layer_met3.png
Bar = 20 um.
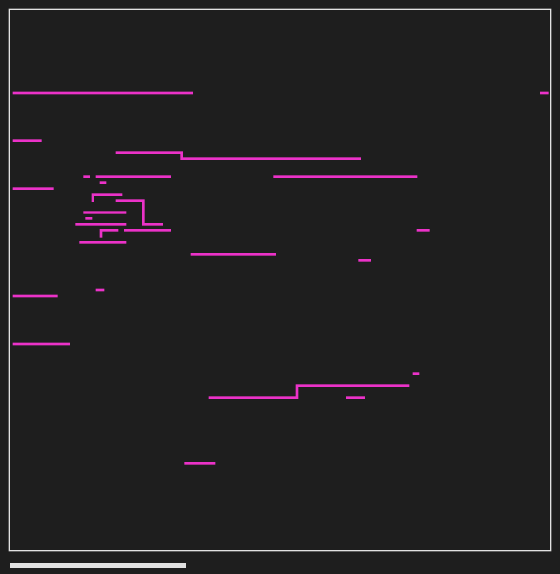
layer_met1.png
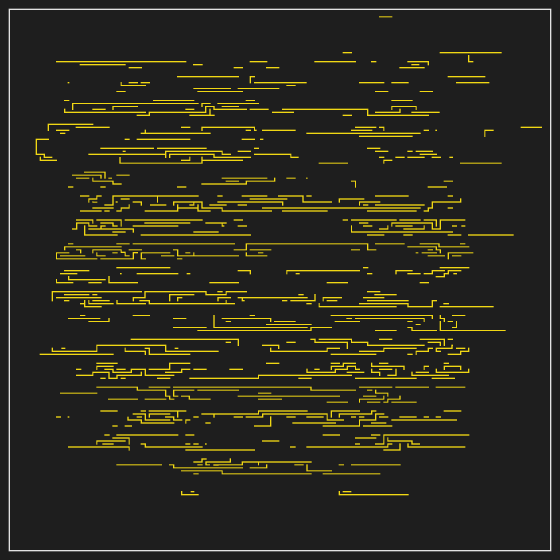
--- config.mk ---
export PLATFORM = sky130hd
export DESIGN_NAME = ecc_arb_flat
export DESIGN_NICKNAME = d
export VERILOG_FILES = /design/src/rtl/ecc_arb_if.sv /design/src/rtl/ecc_arb.sv /design/src/flat_wrapper.sv
export SDC_FILE = /design/constraint.sdc
export NUM_CORES = 1
export LEC_CHECK = 0
export ABC_CLOCK_PERIOD_IN_PS = 2420
export CAP_MARGIN = 20
export CORE_MARGIN = 3
export CORE_UTILIZATION = 54
export CTS_BUF_LIST = sky130_fd_sc_hd__clkbuf_16
export CTS_CLUSTER_SIZE = 12
export DETAILED_ROUTE_END_ITERATION = 10
export GPL_ROUTABILITY_DRIVEN = 0
export PLACE_DENSITY = 0.78
export SLEW_MARGIN = 40
export SYNTH_ARGS = -nofsm -noshare
export SYNTH_HDL_FRONTEND = slang
export SYNTH_SLANG_ARGS = --single-unit
export TNS_END_PERCENT = 30
--- constraint.sdc ---
create_clock -name clk -period 2.42 [get_ports clk]
set_clock_uncertainty 0.05 [all_clocks]
set_input_delay 0.484 -clock clk [delete_from_list [all_inputs] [get_ports clk]]
set_output_delay 0.484 -clock clk [all_outputs]
set_load 0.005 [all_outputs]
--- src/rtl/ecc_arb_if.sv ---
`default_nettype none
// ============================================================================
// Module   : ecc_arb_if
// Purpose  : Bundle of request/grant/completion signals between the two ECC
//            command masters, the arbiter and the ECC core control unit.
// Ports    : (interface signals)
//   req0/req1    request level per port           op0/op1   ECC op per port
//   gnt0/gnt1    port owns the core               done0/1   completion pulse
//   err0/err1    completion status (1 = aborted)  abort     abort current op
//   busy         arbiter not idle                 ecc_rdy   core idle/ready
//   ecc_en       core start strobe                ecc_op    core op code
//   ecc_clr      core clear strobe
// Modports : slave  - seen from the arbiter (takes requests, drives the core)
//            master - seen from the requesters / core model
// Revision : 1.0 - initial release
// ============================================================================
interface ecc_arb_if;
    logic       req0;
    logic [1:0] op0;
    logic       gnt0;
    logic       done0;
    logic       err0;
    logic       req1;
    logic [1:0] op1;
    logic       gnt1;
    logic       done1;
    logic       err1;
    logic       abort;
    logic       busy;
    logic       ecc_rdy;
    logic       ecc_en;
    logic [1:0] ecc_op;
    logic       ecc_clr;

    modport slave (
        input  req0, op0, req1, op1, abort, ecc_rdy,
        output gnt0, done0, err0, gnt1, done1, err1, busy,
               ecc_en, ecc_op, ecc_clr
    );

    modport master (
        output req0, op0, req1, op1, abort, ecc_rdy,
        input  gnt0, done0, err0, gnt1, done1, err1, busy,
               ecc_en, ecc_op, ecc_clr
    );
endinterface
`default_nettype wire

--- src/rtl/ecc_arb.sv ---
`default_nettype none
// ============================================================================
// Module   : ecc_arb
// Purpose  : Two-port round-robin command arbiter and sequencer for the ECC
//            core. Grants the core to one master, issues a one-cycle start,
//            tracks the core through busy/idle, reports completion per port
//            and recovers from watchdog timeout or abort via ecc_clr.
// Ports    :
//   clk    in   system clock
//   rst_n  in   synchronous active-low reset
//   bus    ecc_arb_if.slave - request/grant/done/err per port, abort, busy,
//          and the core handshake (ecc_rdy in; ecc_en/ecc_op/ecc_clr out)
// Parameters:
//   TO_W       width of the watchdog counter
//   TO_CYCLES  cycles from ISSUE to completion before forced abort (>= 2)
// Revision : 1.0 - initial release
// ============================================================================
module ecc_arb #(
    parameter int TO_W      = 16,
    parameter int TO_CYCLES = 16'hFFFF
) (
    input  logic      clk,
    input  logic      rst_n,
    ecc_arb_if.slave  bus
);

    typedef enum logic [2:0] {
        ST_IDLE       = 3'd0,
        ST_ISSUE      = 3'd1,
        ST_WAIT_BUSY  = 3'd2,
        ST_WAIT_DONE  = 3'd3,
        ST_ABORT      = 3'd4,
        ST_ABORT_WAIT = 3'd5,
        ST_DONE       = 3'd6
    } state_t;

    // Counter value at which the watchdog fires. The counter is 0 during
    // ISSUE, so reaching this value in a WAIT state means TO_CYCLES cycles
    // have elapsed from ISSUE by the time ABORT is entered.
    localparam logic [TO_W-1:0] c_to_last = TO_W'(TO_CYCLES - 1);

    // ------------------------------------------------------------------------
    // Control state
    // ------------------------------------------------------------------------
    state_t          state_q, state_d;
    logic            ptr_q,   ptr_d;     // 0: port 0 favoured on a tie
    logic            owner_q, owner_d;   // port currently granted
    logic [1:0]      op_q,    op_d;      // latched op of the owner
    logic [TO_W-1:0] cnt_q,   cnt_d;     // watchdog counter
    logic            err_q,   err_d;     // completion status pending for DONE

    // ------------------------------------------------------------------------
    // Registered outputs
    // ------------------------------------------------------------------------
    logic            busy_q,    busy_d;
    logic            gnt0_q,    gnt0_d;
    logic            gnt1_q,    gnt1_d;
    logic            done0_q,   done0_d;
    logic            done1_q,   done1_d;
    logic            err0_q,    err0_d;
    logic            err1_q,    err1_d;
    logic            ecc_en_q,  ecc_en_d;
    logic [1:0]      ecc_op_q,  ecc_op_d;
    logic            ecc_clr_q, ecc_clr_d;

    logic            w_cnt_hit;
    logic [TO_W-1:0] w_cnt_inc;
    logic            w_pick1;

    // Counter saturates at the compare value instead of wrapping.
    assign w_cnt_hit = (cnt_q == c_to_last);
    assign w_cnt_inc = w_cnt_hit ? cnt_q : cnt_q + TO_W'(1);

    // ------------------------------------------------------------------------
    // Next-state logic
    // ------------------------------------------------------------------------
    always_comb begin
        state_d = state_q;
        ptr_d   = ptr_q;
        owner_d = owner_q;
        op_d    = op_q;
        cnt_d   = cnt_q;
        err_d   = err_q;
        // Port 1 wins when it is the only requester, or on a tie when the
        // pointer favours it.
        w_pick1 = bus.req1 && (!bus.req0 || ptr_q);

        case (state_q)
            ST_IDLE: begin
                if (bus.ecc_rdy && (bus.req0 || bus.req1)) begin
                    owner_d = w_pick1;
                    op_d    = w_pick1 ? bus.op1 : bus.op0;
                    cnt_d   = '0;
                    err_d   = 1'b0;
                    state_d = ST_ISSUE;
                end
            end

            ST_ISSUE: begin
                cnt_d   = w_cnt_inc;
                state_d = ST_WAIT_BUSY;
            end

            ST_WAIT_BUSY: begin
                cnt_d = w_cnt_inc;
                if (!bus.ecc_rdy) begin
                    state_d = ST_WAIT_DONE;
                end else if (w_cnt_hit || bus.abort) begin
                    state_d = ST_ABORT;
                end
            end

            ST_WAIT_DONE: begin
                cnt_d = w_cnt_inc;
                // Completion beats timeout and abort in the same cycle.
                if (bus.ecc_rdy) begin
                    err_d   = 1'b0;
                    state_d = ST_DONE;
                end else if (w_cnt_hit || bus.abort) begin
                    state_d = ST_ABORT;
                end
            end

            ST_ABORT: begin
                err_d   = 1'b1;
                state_d = ST_ABORT_WAIT;
            end

            // The core returns to ready after its clear; no watchdog and no
            // abort here, since ecc_clr has already been issued.
            ST_ABORT_WAIT: begin
                if (bus.ecc_rdy) begin
                    state_d = ST_DONE;
                end
            end

            ST_DONE: begin
                ptr_d   = ~owner_q;
                state_d = ST_IDLE;
            end

            default: begin
                state_d = ST_IDLE;
            end
        endcase
    end

    // ------------------------------------------------------------------------
    // Output decode from the next state, so every output is a flop and has
    // no combinational path from any input.
    // ------------------------------------------------------------------------
    always_comb begin
        busy_d    = (state_d != ST_IDLE);
        gnt0_d    = busy_d && !owner_d;
        gnt1_d    = busy_d &&  owner_d;
        ecc_en_d  = (state_d == ST_ISSUE);
        ecc_op_d  = ecc_en_d ? op_d : 2'b00;
        ecc_clr_d = (state_d == ST_ABORT);
        done0_d   = (state_d == ST_DONE) && !owner_d;
        done1_d   = (state_d == ST_DONE) &&  owner_d;
        err0_d    = done0_d && err_d;
        err1_d    = done1_d && err_d;
    end

    // ------------------------------------------------------------------------
    // Registers
    // ------------------------------------------------------------------------
    always_ff @(posedge clk) begin
        if (!rst_n) begin
            state_q   <= ST_IDLE;
            ptr_q     <= 1'b0;
            owner_q   <= 1'b0;
            op_q      <= 2'b00;
            cnt_q     <= '0;
            err_q     <= 1'b0;
            busy_q    <= 1'b0;
            gnt0_q    <= 1'b0;
            gnt1_q    <= 1'b0;
            done0_q   <= 1'b0;
            done1_q   <= 1'b0;
            err0_q    <= 1'b0;
            err1_q    <= 1'b0;
            ecc_en_q  <= 1'b0;
            ecc_op_q  <= 2'b00;
            ecc_clr_q <= 1'b0;
        end else begin
            state_q   <= state_d;
            ptr_q     <= ptr_d;
            owner_q   <= owner_d;
            op_q      <= op_d;
            cnt_q     <= cnt_d;
            err_q     <= err_d;
            busy_q    <= busy_d;
            gnt0_q    <= gnt0_d;
            gnt1_q    <= gnt1_d;
            done0_q   <= done0_d;
            done1_q   <= done1_d;
            err0_q    <= err0_d;
            err1_q    <= err1_d;
            ecc_en_q  <= ecc_en_d;
            ecc_op_q  <= ecc_op_d;
            ecc_clr_q <= ecc_clr_d;
        end
    end

    assign bus.busy    = busy_q;
    assign bus.gnt0    = gnt0_q;
    assign bus.gnt1    = gnt1_q;
    assign bus.done0   = done0_q;
    assign bus.done1   = done1_q;
    assign bus.err0    = err0_q;
    assign bus.err1    = err1_q;
    assign bus.ecc_en  = ecc_en_q;
    assign bus.ecc_op  = ecc_op_q;
    assign bus.ecc_clr = ecc_clr_q;

endmodule
`default_nettype wire

--- src/flat_wrapper.sv ---
// flat-port wrapper written by rule: the top's interface ports become plain ports
module ecc_arb_flat 
#(
    parameter int TO_W      = 16,
    parameter int TO_CYCLES = 16'hFFFF
)
  (clk, rst_n, bus_req0, bus_op0, bus_req1, bus_op1, bus_abort, bus_ecc_rdy, bus_gnt0, bus_done0, bus_err0, bus_gnt1, bus_done1, bus_err1, bus_busy, bus_ecc_en, bus_ecc_op, bus_ecc_clr);
  ecc_arb_if bus_i ();
  input  logic clk;
  input  logic rst_n;
  input wire logic [$bits(bus_i.req0)-1:0] bus_req0;
  input wire logic [$bits(bus_i.op0)-1:0] bus_op0;
  input wire logic [$bits(bus_i.req1)-1:0] bus_req1;
  input wire logic [$bits(bus_i.op1)-1:0] bus_op1;
  input wire logic [$bits(bus_i.abort)-1:0] bus_abort;
  input wire logic [$bits(bus_i.ecc_rdy)-1:0] bus_ecc_rdy;
  output wire logic [$bits(bus_i.gnt0)-1:0] bus_gnt0;
  output wire logic [$bits(bus_i.done0)-1:0] bus_done0;
  output wire logic [$bits(bus_i.err0)-1:0] bus_err0;
  output wire logic [$bits(bus_i.gnt1)-1:0] bus_gnt1;
  output wire logic [$bits(bus_i.done1)-1:0] bus_done1;
  output wire logic [$bits(bus_i.err1)-1:0] bus_err1;
  output wire logic [$bits(bus_i.busy)-1:0] bus_busy;
  output wire logic [$bits(bus_i.ecc_en)-1:0] bus_ecc_en;
  output wire logic [$bits(bus_i.ecc_op)-1:0] bus_ecc_op;
  output wire logic [$bits(bus_i.ecc_clr)-1:0] bus_ecc_clr;
  assign bus_i.req0 = bus_req0;
  assign bus_i.op0 = bus_op0;
  assign bus_i.req1 = bus_req1;
  assign bus_i.op1 = bus_op1;
  assign bus_i.abort = bus_abort;
  assign bus_i.ecc_rdy = bus_ecc_rdy;
  assign bus_gnt0 = bus_i.gnt0;
  assign bus_done0 = bus_i.done0;
  assign bus_err0 = bus_i.err0;
  assign bus_gnt1 = bus_i.gnt1;
  assign bus_done1 = bus_i.done1;
  assign bus_err1 = bus_i.err1;
  assign bus_busy = bus_i.busy;
  assign bus_ecc_en = bus_i.ecc_en;
  assign bus_ecc_op = bus_i.ecc_op;
  assign bus_ecc_clr = bus_i.ecc_clr;
  ecc_arb #(.TO_W(TO_W), .TO_CYCLES(TO_CYCLES)) u_core (.clk(clk), .rst_n(rst_n), .bus(bus_i));
endmodule
==> run summary <==
Flow results.

- The run finished with clean final reports.
- The length of the first detailed-routing pass in iterations is 4.
- Of the total power, combinational logic draws 0.221.
- The full die area is 3780 sq um.
- The clock sink count is 33.
- The reported net switching power is 0.463 mW.
- The pin slew with the least headroom to its limit is 496 ps.
- In this run, synthesis produced a sequential element count of 33.
- The length of routed wiring on met1 is 1.57 mm.
- Per the post-run analysis, buffers plus inverters along the critical path come to 2.
- For the worst-skew pair, the clock arrives at the later sink with an insertion delay of 270 ps.
- The share of total power in the clock network is 0.360.
- The uppermost metal layer occupied by signal nets is met4.
- The core region area is 2850 sq um.
- The net count reported at finish is 215.
- The commonest non-fill, non-tap cell in the layout is sky130_fd_sc_hd__dfxtp_1.
- The most common logic cells in the final layout are sky130_fd_sc_hd__dfxtp_1, sky130_fd_sc_hd__clkdlybuf4s50_1, sky130_fd_sc_hd__nor2_1, sky130_fd_sc_hd__a21oi_1, sky130_fd_sc_hd__nand2_1.
- The count of cells resized by post-cts repair is 0.
- The detailed router reports a met2 wire length of 1.78 mm.
- Summing over every cut layer, the via total after detailed routing is 1457.
- The layout cell share with drive strength beyond 1 is 0.113.
- The cell area that synthesis handed to floorplanning was 1660 sq um.
- The total sequential power is 0.665 mW.
- The clock network power is 0.571 mW.
- The number of cell rows is 19.
- The number of antenna violations at the first check in global routing is 0.
- The origin of the worst setup path is u_core.cnt_q[0]$_SDFFE_PN0P_.
- The total power divided by cell area is 805 nW/um^2.
- On the worst setup and hold paths after CTS, the clock-pin slew comes to 50 ps.
- Per the detailed placement report, the placed cell area equals 1840 sq um.
- Among all stages on the critical path, the largest delay is contributed by sky130_fd_sc_hd__or4_1.
- Across the run, the number of max-cap violations was 0.
- The met1 track demand over resource is 0.265.
- From the final report, the count of setup violators was given as 0.
- The combinational cell power is 0.351 mW.
- By area the synthesized netlist is led by sky130_fd_sc_hd__dfxtp_1, sky130_fd_sc_hd__o31ai_1, sky130_fd_sc_hd__or4_1.
- The post-route worst hold slack is 431 ps.
- The vias per cell is 6.23.
- The wire length of the first global-routing pass is 5.97 mm.
- Per the log, the first TritonRoute iteration ended with a DRC count of 45.
- The share of async-settable or async-resettable flops after synthesis is 0.
- For reference, the final report shows the hold violation count at 0.
- Including well taps, the total number of placed cells is 227.
- The most used routing layer is met2.
- Per the detail_route report, DRC violations left total 0.
- Input and output buffers added on the ports amount to 20.
- Setup slack closes at 475 ps.
- The critical path capture point is u_core.state_q[0]$_SDFF_PN0_.
- 21 I/O pins were placed.
- Switching power as a fraction of the total was reported as 0.292.
- The number of setup buffers added after CTS is 0.
- The internal power of the cells totals 1.12 mW.
- The chip area from the yosys synthesis statistics is 1660 sq um.
- The register with the most flip-flops in the final layout is u_core.cnt_q.
- The part of the Yosys area used for sequential elements is 0.398.
- Measured on the finished design, the core utilization comes to 0.692.
- The yosys cell count is 182.
- The y dimension of the die is 61.5 um.
- The distinct cell type count after synthesis is 51.
- Per the post-synthesis report, the nets total 194.
- The data arrival time reported for the critical path is 2090 ps.
- The report lists the cells along the critical path as inv_1 -> ha_1 -> nand3_1 -> nor4_4 -> buf_4 -> or4_1 -> a31oi_1.
- The top fanout value on the critical path is 23.
- Among all cell types in the netlist, the one instantiated most often is sky130_fd_sc_hd__dfxtp_1.
- The flip-flop count of the largest register, all copies and words added is 16.
- The CTS tree is built.
- Setup repair after global routing left no endpoint under its margin.
- The largest single stage delay on the critical path is 480 ps.
- The minimum setup slack among reg-to-reg paths is 480 ps.
- The critical path startpoint category is a flop.
- The post-DP HPWL is 2.57 mm.
- The worst min-delay path class is reg -> reg.
- For this run, global-route usage on met2 was measured as 0.343.
- The number of warnings reported in the stage logs is 27.
- The launch point of the worst min-delay path is recorded as u_core.owner_q$_SDFF_PN0_.
- The worst slack at placement is 268 ps.
- In the final layout, flip-flops and latches occupy 661 sq um.
- The area fraction of the largest cell type after synthesis is 0.398.
- For the finished layout, the period the worst path requires is 1940 ps.
- The maximum root-to-sink buffer count is 2.
- The routed length per instance is 15.3 um.
- The type of the setup path with the least slack is reg -> reg.
- Counting every instance in the synthesized netlist gives 182.
- The power report puts the leakage power at 0.669 nW.
- The analysis reports a worst IR drop on VDD of 554 uV.
- By count the netlist is led by sky130_fd_sc_hd__dfxtp_1, sky130_fd_sc_hd__nor2_1, sky130_fd_sc_hd__a21oi_1.
- The cell count along the critical path is 7.
- On met3, the global router reports a usage of 0.0755.
- The launch instance of the worst register-to-register path is u_core.cnt_q[0]$_SDFFE_PN0P_.
- Clock tree synthesis selected as its root buffer the cell sky130_fd_sc_hd__clkbuf_16.
- The area of all placed cells without fillers is 1970 sq um.
- The destination of the worst hold path is u_core.ptr_q$_SDFFE_PN0N_.
- The design draws 1.59 mW.
- Entering global routing, the biggest net connects 24 pins.
- Dividing the final minimum period by the clock period gives 0.804.
- The post-synth count of flops with an enable pin is 0.
- Wire segments on met3 add up to 168 um in the final route.
- STA classifies the critical path endpoint as a flop.
- The required time reported for the critical path endpoint is 2560 ps.
- Per the post-route antenna check, the number of violating nets is 0.
- The filler-free cell count of the finished design is 234.
- In the power breakdown, the biggest contributor is sequential cells.
-- layer_met3.png (at the start) --
wire length on this layer: 169 um
longest straight run: 20.2 um
share of all routed wire: 4.7%

-- layer_met1.png (at the start) --
longest straight run: 17.9 um
wire length on this layer: 1570 um
nets with wire on the layer: 198
share of all routed wire: 44%
main direction: horizontal

## cells by family after synthesis
| family | after synthesis | share of synthesized area |
|---|---|---|
| buffers and inverters | 17 | 0.0678 |
| adder cells (fa/ha/maj) | 2 | 0.0151 |
| flip-flops | 33 | 0.398 |
| XOR/XNOR | 1 | 0.00527 |
| AND/OR/NAND/NOR | 76 | 0.272 |
| AND-OR/OR-AND | 48 | 0.211 |
| multiplexers | 5 | 0.0316 |
## layout make-up
| class | instances | share of cell area |
|---|---|---|
| multi-input cells | 132 | 0.450 |
| flip-flops and latches | 33 | 0.335 |
| repair buffers | 23 | 0.113 |
| clock buffers | 5 | 0.0634 |
| well taps | 31 | 0.0197 |
| inverters | 8 | 0.0152 |
| clock inverters | 2 | 0.00380 |
Power and IR drop assume default switching activity.
